### Congestion heat map

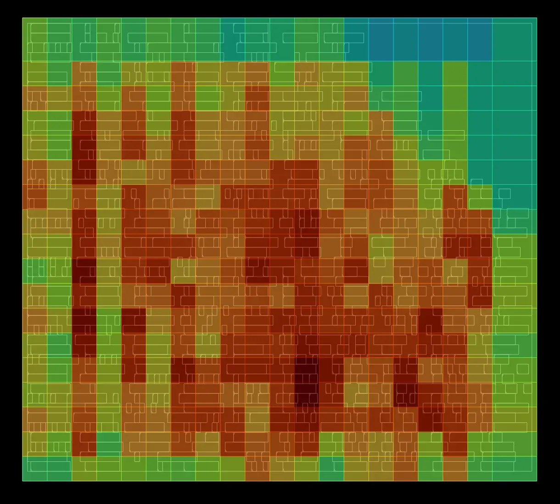
### Cells colored by class

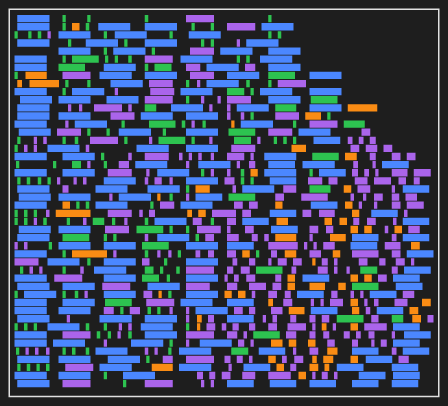
### Sizing map

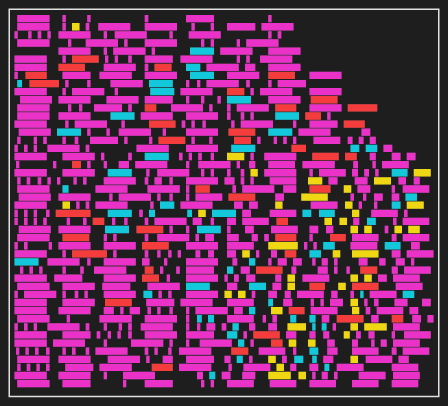
### Sequential cells grouped by signal name

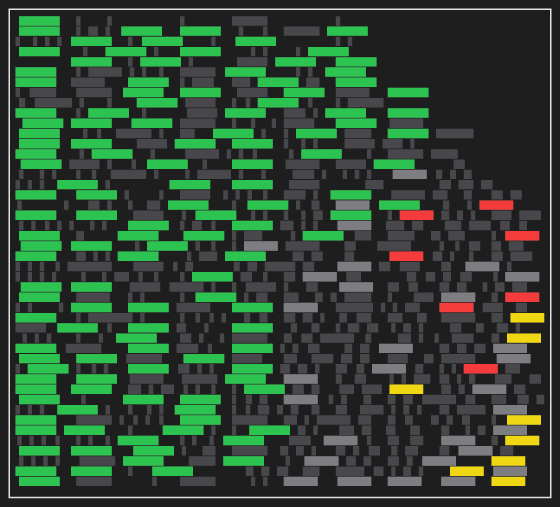
File: src/rtl/conv_frame_ctrl_if.sv
// Stream-in / encoder / coded-stream-out signal bundle for conv_frame_ctrl.
interface conv_frame_ctrl_if;
    logic       s_valid;
    logic       s_ready;
    logic       s_data;
    logic       s_last;
    logic       enc_data_in;
    logic [1:0] enc_code_in;
    logic       m_valid;
    logic [1:0] m_code;
    logic       m_sof;
    logic       m_eof;
    logic       err_underrun;
    logic       busy;

    // Frame controller side
    modport master (
        input  s_valid, s_data, s_last, enc_code_in,
        output s_ready, enc_data_in, m_valid, m_code, m_sof, m_eof, err_underrun, busy
    );

    // Environment side: bit source, encoder and coded-stream sink
    modport slave (
        output s_valid, s_data, s_last, enc_code_in,
        input  s_ready, enc_data_in, m_valid, m_code, m_sof, m_eof, err_underrun, busy
    );
endinterface

File: src/rtl/conv_frame_ctrl.sv
// Frame sequencer for the rate-1/2 K=5 convolutional encoder.
// Buffers input bits, feeds the encoder gap-free per frame, appends TAIL_LEN
// zero bits and tags the coded stream with valid/sof/eof/underrun flags.
// All flops update on the falling clock edge. TAIL_LEN must be >= 2.
module conv_frame_ctrl #(
    parameter int unsigned DEPTH    = 64,
    parameter int unsigned TAIL_LEN = 4,
    parameter int unsigned ENC_LAT  = 3
) (
    input  logic              clk,
    input  logic              rst_n,
    conv_frame_ctrl_if.master bus
);

    localparam int unsigned AW = $clog2(DEPTH);
    localparam int unsigned TW = $clog2(TAIL_LEN + 1);
    localparam logic [TW-1:0] TCNT_LAST = TW'(TAIL_LEN - 1);

    typedef enum logic [1:0] {IDLE, DATA, TAIL} state_t;

    typedef struct packed {
        logic vld;
        logic sof;
        logic eof;
        logic err;
    } tag_t;

    logic [1:0]    mem [DEPTH];
    logic [AW:0]   wr_ptr_q, wr_ptr_d;
    logic [AW:0]   rd_ptr_q, rd_ptr_d;
    logic [AW:0]   fr_cnt_q, fr_cnt_d;
    logic          drop_q, drop_d;
    state_t        state_q, state_d;
    logic [TW-1:0] tcnt_q, tcnt_d;
    logic          sof_pend_q, sof_pend_d;
    logic          enc_q, enc_d;
    tag_t          tag_q, tag_d;
    tag_t          pipe_q [ENC_LAT];

    logic       empty, full, accept, push, pop, underrun, drop_eff, start_ok;
    logic       head_bit, head_last, busy_c;
    logic [1:0] head;

    assign empty     = (wr_ptr_q == rd_ptr_q);
    assign full      = (wr_ptr_q[AW] != rd_ptr_q[AW]) &&
                       (wr_ptr_q[AW-1:0] == rd_ptr_q[AW-1:0]);
    assign head      = mem[rd_ptr_q[AW-1:0]];
    assign head_last = head[1];
    assign head_bit  = head[0];
    assign accept    = bus.s_valid & ~full;
    assign start_ok  = (fr_cnt_q != '0) | full;

    // Sequencer: choose the next bit for the encoder and its tag
    always_comb begin
        state_d    = state_q;
        tcnt_d     = tcnt_q;
        sof_pend_d = sof_pend_q;
        enc_d      = 1'b0;
        tag_d      = '0;
        pop        = 1'b0;
        underrun   = 1'b0;
        unique case (state_q)
            IDLE: begin
                if (start_ok) begin
                    pop       = 1'b1;
                    enc_d     = head_bit;
                    tag_d.vld = 1'b1;
                    tag_d.sof = 1'b1;
                    tcnt_d    = '0;
                    state_d   = head_last ? TAIL : DATA;
                end
            end
            DATA: begin
                tag_d.vld  = 1'b1;
                tag_d.sof  = sof_pend_q;
                sof_pend_d = 1'b0;
                if (empty) begin
                    // The zero sent on the starved cycle is the first tail bit
                    underrun  = 1'b1;
                    tag_d.err = 1'b1;
                    tcnt_d    = TW'(1);
                    state_d   = TAIL;
                end else begin
                    pop   = 1'b1;
                    enc_d = head_bit;
                    if (head_last) begin
                        tcnt_d  = '0;
                        state_d = TAIL;
                    end
                end
            end
            TAIL: begin
                tag_d.vld = 1'b1;
                if (tcnt_q == TCNT_LAST) begin
                    tag_d.eof = 1'b1;
                    tcnt_d    = '0;
                    if (start_ok) begin
                        // Back-to-back: next frame's first bit goes out next cycle
                        state_d    = DATA;
                        sof_pend_d = 1'b1;
                    end else begin
                        state_d = IDLE;
                    end
                end else begin
                    tcnt_d = tcnt_q + TW'(1);
                end
            end
            default: state_d = IDLE;
        endcase
    end

    // Input side: FIFO pointers, buffered-frame count and discard mode
    always_comb begin
        // A bit accepted on the underrun cycle already belongs to the dropped frame
        drop_eff = drop_q | underrun;
        push     = accept & ~drop_eff;
        drop_d   = drop_eff & ~(accept & bus.s_last);
        wr_ptr_d = push ? wr_ptr_q + (AW+1)'(1) : wr_ptr_q;
        rd_ptr_d = pop  ? rd_ptr_q + (AW+1)'(1) : rd_ptr_q;
        fr_cnt_d = fr_cnt_q;
        unique case ({push & bus.s_last, pop & head_last})
            2'b10:   fr_cnt_d = fr_cnt_q + (AW+1)'(1);
            2'b01:   fr_cnt_d = fr_cnt_q - (AW+1)'(1);
            default: fr_cnt_d = fr_cnt_q;
        endcase
    end

    // FIFO storage write (contents need no reset; pointers define validity)
    always_ff @(negedge clk) begin
        if (push) begin
            mem[wr_ptr_q[AW-1:0]] <= {bus.s_last, bus.s_data};
        end
    end

    // State, FIFO control and encoder-input registers
    always_ff @(negedge clk or negedge rst_n) begin
        if (!rst_n) begin
            state_q    <= IDLE;
            tcnt_q     <= '0;
            sof_pend_q <= 1'b0;
            wr_ptr_q   <= '0;
            rd_ptr_q   <= '0;
            fr_cnt_q   <= '0;
            drop_q     <= 1'b0;
            enc_q      <= 1'b0;
            tag_q      <= '0;
        end else begin
            state_q    <= state_d;
            tcnt_q     <= tcnt_d;
            sof_pend_q <= sof_pend_d;
            wr_ptr_q   <= wr_ptr_d;
            rd_ptr_q   <= rd_ptr_d;
            fr_cnt_q   <= fr_cnt_d;
            drop_q     <= drop_d;
            enc_q      <= enc_d;
            tag_q      <= tag_d;
        end
    end

    // Tag delay line matching the encoder latency
    always_ff @(negedge clk or negedge rst_n) begin
        if (!rst_n) begin
            for (int unsigned i = 0; i < ENC_LAT; i++) begin
                pipe_q[i] <= '0;
            end
        end else begin
            pipe_q[0] <= tag_q;
            for (int unsigned i = 1; i < ENC_LAT; i++) begin
                pipe_q[i] <= pipe_q[i-1];
            end
        end
    end

    // Busy while sequencing or while any tag is still in flight
    always_comb begin
        busy_c = (state_q != IDLE) | tag_q.vld;
        for (int unsigned i = 0; i < ENC_LAT; i++) begin
            busy_c = busy_c | pipe_q[i].vld;
        end
    end

    assign bus.s_ready      = ~full;
    assign bus.enc_data_in  = enc_q;
    assign bus.m_valid      = pipe_q[ENC_LAT-1].vld;
    assign bus.m_sof        = pipe_q[ENC_LAT-1].sof;
    assign bus.m_eof        = pipe_q[ENC_LAT-1].eof;
    assign bus.err_underrun = pipe_q[ENC_LAT-1].err;
    assign bus.m_code       = pipe_q[ENC_LAT-1].vld ? bus.enc_code_in : 2'b00;
    assign bus.busy         = busy_c;

endmodule

File: src/flat_wrapper.sv
// flat-port wrapper written by rule: the top's interface ports become plain ports
module conv_frame_ctrl_flat 
#(
    parameter int unsigned DEPTH    = 64,
    parameter int unsigned TAIL_LEN = 4,
    parameter int unsigned ENC_LAT  = 3
)
  (clk, rst_n, bus_s_valid, bus_s_data, bus_s_last, bus_enc_code_in, bus_s_ready, bus_enc_data_in, bus_m_valid, bus_m_code, bus_m_sof, bus_m_eof, bus_err_underrun, bus_busy);
  conv_frame_ctrl_if bus_i ();
  input  logic clk;
  input  logic rst_n;
  input wire logic [$bits(bus_i.s_valid)-1:0] bus_s_valid;
  input wire logic [$bits(bus_i.s_data)-1:0] bus_s_data;
  input wire logic [$bits(bus_i.s_last)-1:0] bus_s_last;
  input wire logic [$bits(bus_i.enc_code_in)-1:0] bus_enc_code_in;
  output wire logic [$bits(bus_i.s_ready)-1:0] bus_s_ready;
  output wire logic [$bits(bus_i.enc_data_in)-1:0] bus_enc_data_in;
  output wire logic [$bits(bus_i.m_valid)-1:0] bus_m_valid;
  output wire logic [$bits(bus_i.m_code)-1:0] bus_m_code;
  output wire logic [$bits(bus_i.m_sof)-1:0] bus_m_sof;
  output wire logic [$bits(bus_i.m_eof)-1:0] bus_m_eof;
  output wire logic [$bits(bus_i.err_underrun)-1:0] bus_err_underrun;
  output wire logic [$bits(bus_i.busy)-1:0] bus_busy;
  assign bus_i.s_valid = bus_s_valid;
  assign bus_i.s_data = bus_s_data;
  assign bus_i.s_last = bus_s_last;
  assign bus_i.enc_code_in = bus_enc_code_in;
  assign bus_s_ready = bus_i.s_ready;
  assign bus_enc_data_in = bus_i.enc_data_in;
  assign bus_m_valid = bus_i.m_valid;
  assign bus_m_code = bus_i.m_code;
  assign bus_m_sof = bus_i.m_sof;
  assign bus_m_eof = bus_i.m_eof;
  assign bus_err_underrun = bus_i.err_underrun;
  assign bus_busy = bus_i.busy;
  conv_frame_ctrl #(.DEPTH(DEPTH), .TAIL_LEN(TAIL_LEN), .ENC_LAT(ENC_LAT)) u_core (.clk(clk), .rst_n(rst_n), .bus(bus_i));
endmodule
File: config.mk
export PLATFORM = sky130hd
export DESIGN_NAME = conv_frame_ctrl_flat
export DESIGN_NICKNAME = d
export VERILOG_FILES = /design/src/rtl/conv_frame_ctrl_if.sv /design/src/rtl/conv_frame_ctrl.sv /design/src/flat_wrapper.sv
export SDC_FILE = /design/constraint.sdc
export NUM_CORES = 1
export LEC_CHECK = 0
export CAP_MARGIN = 25
export CELL_PAD_IN_SITES_DETAIL_PLACEMENT = 2
export CELL_PAD_IN_SITES_GLOBAL_PLACEMENT = 2
export CORE_ASPECT_RATIO = 0.9
export CORE_UTILIZATION = 42
export DETAILED_ROUTE_END_ITERATION = 10
export GPL_ROUTABILITY_DRIVEN = 1
export GPL_TIMING_DRIVEN = 0
export PLACE_DENSITY = 0.86
export SLEW_MARGIN = 15
export SYNTH_ARGS = -nofsm -noshare
export SYNTH_HDL_FRONTEND = slang
export SYNTH_SLANG_ARGS = --single-unit
File: constraint.sdc
create_clock -name clk -period 4.3 [get_ports clk]
set_clock_uncertainty 0.15 [all_clocks]
set_input_delay 0.645 -clock clk [delete_from_list [all_inputs] [get_ports clk]]
set_output_delay 0.645 -clock clk [all_outputs]
set_load 0.01 [all_outputs]
==> impl_metrics.env <==
# implementation run metrics
export IMPL_finalMaxSlewViolations=0
export IMPL_finalClockPeriodUsage_pct=112.3
export IMPL_dpl_hpwl_um=13280
export IMPL_syn_area_mm2=0.007572
export IMPL_layout_nets=697
export IMPL_ir_drop_mv=0.3231
export IMPL_ant_nets=0
export IMPL_die_x_um=143.5
export IMPL_period_needed_ns=4.828
export IMPL_synth_area_per_cell_um2=15.42
export IMPL_warnings=161
export IMPL_grt_pass1_wl_um=39560
export IMPL_crit_arrival_ns=4.03
export IMPL_critPathMostFrequentCell="nand2_2"
export IMPL_cp_required_ns=3.50
export IMPL_die_area_mm2=0.01857
export IMPL_drt_met1_wl_um=10330
export IMPL_clockBufferDepth=2
export IMPL_whs_endpoint="u_core.pipe_q[8]$_DFF_NN0_"
export IMPL_clock_latency_ns=0.54
export IMPL_clk_pin_slew_ns=0.07
export IMPL_met3WireLength_um=1338
export IMPL_top_area_share_pct=50.76
export IMPL_die_h_um=129.4
export IMPL_final_hold_viol_count=0
export IMPL_port_buffers=15
export IMPL_yosys_top_cells_count="edfxtp_1, nor2_1, dfrtn_1"
export IMPL_yosysChipArea_mm2=0.007572
export IMPL_vias=5302
export IMPL_yosys_warnings=0
export IMPL_cts_tree="yes"
export IMPL_cts_made_buffers=17
export IMPL_holdCritPathClass="reg2reg"
export IMPL_p_leak_nw=4.055
export IMPL_r2r_start="u_core.rd_ptr_q[0]$_DFFE_NN0P_"
export IMPL_gp_congestion=0.7589
export IMPL_vias_per_cell=5.683
export IMPL_critical_path_slowest_cell="dfrtn_1"
export IMPL_holdCritStartpoint="u_core.tag_q[0]$_DFF_NN0_"
export IMPL_wl_met2_um=15130
export IMPL_numSynthFlops=173
export IMPL_combGateArea_mm2=0.002580
export IMPL_synthFlopType="edfxtp_1"
export IMPL_hold_depth=0
export IMPL_core_mm2=0.01761
export IMPL_nFillCells=1607
export IMPL_clock_root_buffer="clkbuf_16"
export IMPL_synth_cell_types=52
export IMPL_path_delay_family="flip-flops"
export IMPL_r2r_slack_ns=-0.51
export IMPL_crit_path_cell_trace="buf_16 > xor2_4 > nor4_4 > nand2_2 > inv_2 > nand2_2 > buf_6"
export IMPL_drc=0
export IMPL_yosysTopAreaCell="edfxtp_1"
export IMPL_endpoint_kind="output port"
export IMPL_antenna_found_initial=1
export IMPL_finalPower_mw=7.809
export IMPL_edf_count=128
export IMPL_dr_pass1_iters=5
export IMPL_cts_sinks=173
export IMPL_ff2ff_path_depth=19
export IMPL_grt_overflow_total=0
export IMPL_async_flop_share_pct=26.01
export IMPL_crit_path_max_incr_delay_ns=0.61
export IMPL_htree_levels=4
export IMPL_path_buffers=3
export IMPL_netlist_top_cells_area="edfxtp_1, dfrtn_1, mux4_1"
export IMPL_violations="setup timing"
export IMPL_relSlewSlack_pct=57.19
export IMPL_r2r_end="u_core.fr_cnt_q[6]$_DFFE_NN0P_"
export IMPL_drt_wl_total_um=27900
export IMPL_synthMostInstantiatedCell="edfxtp_1"
export IMPL_drive_gt1_share_pct=21.79
export IMPL_fmax_mhz=207.8
export IMPL_floorplan_core_util_pct=43.00
export IMPL_setup_violations=34
export IMPL_fp_nets=508
export IMPL_setup_ws_ns=-0.5279
export IMPL_num_antenna_cells=0
export IMPL_grt_max_degree=48
export IMPL_outcome="complete, but fails checks"
export IMPL_grt_pass1_vias=6305
export IMPL_worst_slew_pin_slew_ns=0.6384
export IMPL_power_density_mw_per_mm2=806.8
export IMPL_syn2layout_area_growth_pct=27.83
export IMPL_path_max_fanout=3
export IMPL_postSynthCellCount=491
export IMPL_rsz0062_at_grt="true"
export IMPL_maxCapViolations=0
export IMPL_routed_top_layer="met5"
export IMPL_start_kind="register"
export IMPL_drt_iter0_drc=435
export IMPL_crit_type="reg2out"
export IMPL_io_pins=16
export IMPL_ys_seq_share_pct=65.63
export IMPL_yosys_cells=491
## Picture notes: 'Congestion heat map'
met1 usage: 33.27%
grt met2 use: 55.77%
most used routing layer in global routing: met2
routed len/inst: 29.91 um
total track usage: 30.91%

## Picture notes: 'Cells colored by class'
[green] clock drivers and dummy loads | cells: 160 | share of their area: 12%
[blue] registers | cells: 173 | share of their area: 53%
[purple] remaining logic cells | cells: 293 | share of their area: 28%
[orange] remaining buffers and delay cells | cells: 67 | share of their area: 7.1%
sequential share of cell area: 51.34%
final core occ: 54.96%
row count: 46

## Picture notes: 'Sizing map'
[cyan] x2 | cells: 58
[red] x6 and larger | cells: 48
[yellow] x3 and x4 | cells: 45
[magenta] x1 and smaller | cells: 542
Setup WS post-layout: -0.5279 ns
bufs w/o clock: 67
final instance area: 0.009679 mm^2

## Picture notes: 'Sequential cells grouped by signal name'
[yellow] u_core.pipe_q | sequential cells: 8 | where: south-east
[red] u_core.fr_cnt_q | sequential cells: 7 | where: east
[green] u_core.mem | sequential cells: 128
not colored: 30
Seq group: 2.23 mW
total area of sequential cells: 0.004970 mm^2

[cell families after synthesis]
family | count (synthesis) | synth area share (%)
DFF | 173 | 65.63
xor gates and xnor gates | 30 | 3.470
adders and majority gates | 10 | 1.652
muxes | 52 | 14.00
buffers and inverters | 37 | 3.189
AOI/OAI and AO/OA | 32 | 2.859
and+or+nand+nor | 157 | 9.204
[cells in the final DEF (no fill, tap or decap), types with 4 or more instances in the layout]
cell type      Yosys  layout
inv_1             13     138
edfxtp_1         128     128
nor2_1            85      81
dfrtn_1           45      45
buf_4              2      29
nand2_1           28      20
mux4_1            19      19
mux4_2            18      18
clkbuf_16          0      17
xor2_1            17      15
xnor2_1           13      13
mux2i_1           11       9
nand3_1           10       8
nand2_2            0       8
nor2b_1            6       6
ha_1              10       6
buf_2              4       5
nand2b_1           5       5
dlygate4sd2_1      0       5
buf_6              3       4
buf_8              1       4
a31oi_1            4       4
a21oi_2            1       4
and2_1             4       4
a21oi_1           10       4
mux2_2             4       4
inv_12             0       4
[how the worst max path moves through the flow]
stage,startpoint,end,slack [ns],depth (start not counted)
after floorplan,bus_s_last,u_core.fr_cnt_q[6]$_DFFE_NN0P_,-0.53,12
after global placement,bus_s_last,u_core.fr_cnt_q[6]$_DFFE_NN0P_,-2.83,13
after detailed placement,bus_s_last,u_core.fr_cnt_q[6]$_DFFE_NN0P_,-1.43,14
after CTS,u_core.rd_ptr_q[0]$_DFFE_NN0P_,bus_s_ready,-0.62,8
after global routing,u_core.rd_ptr_q[0]$_DFFE_NN0P_,bus_s_ready,-0.56,7
final,u_core.rd_ptr_q[0]$_DFFE_NN0P_,bus_s_ready,-0.53,7
[metal layers]
layer,up-vias,track usage [%]
met5,-,0
met4,2,17.83
met3,75,7.280
met2,226,55.77
met1,2794,33.27
li1,2205,-
[power breakdown]
part | internal (mW) | leakage, nW | switching [mW] | total, mW
sequential | 2.02 | 1.72 | 0.207 | 2.23
combinational | 1.35 | 1.34 | 1.86 | 3.21
clock | 0.987 | 0.996 | 1.38 | 2.37
total | 4.36 | 4.05 | 3.45 | 7.81
[stage by stage]
step	hold slack (ns)	setup TNS (ns)	cells	area, um^2	setup slack, ns
finish	0.1541	-4.652	933	9679	-0.5279
global route	0.1622	-6.732	933	9679	-0.5618
CTS	0.1557	-6.977	924	9547	-0.6248
detailed placement	0.1468	-138.39	749	8123	-1.435
global placement	0.1457	-296.94	746	8078	-2.826
floorplan	0.1417	-1.022	491	7627	-0.5302
[area by class of cell]
cell class	count	share of cell area, %
sequential	173	51.34
clock buffer	17	4.395
buffer	21	2.159
clock inverter	143	7.161
timing repair buffer	46	4.692
multi-input combinational	281	26.65
inverter	12	0.4912
tap	240	3.102
[sequential cells by signal (all words and copies together), names as in the netlist, 2 cells and up]
name,count
u_core.tag_q,4
u_core.tcnt_q,3
u_core.state_q,2
u_core.rd_ptr_q,7
u_core.pipe_q,8
u_core.wr_ptr_q,7
u_core.fr_cnt_q,7
u_core.mem,128
[repair_timing]
action,CTS,global route
pin swaps,15,16
hold buffers,0,0
buffers inserted,16,11
endpoints found under the setup margin,147,125
endpoints found under the hold margin,0,0
cloned,2,0
resized,57,30
No activity file was given, so power comes from the tool's default toggle rates.
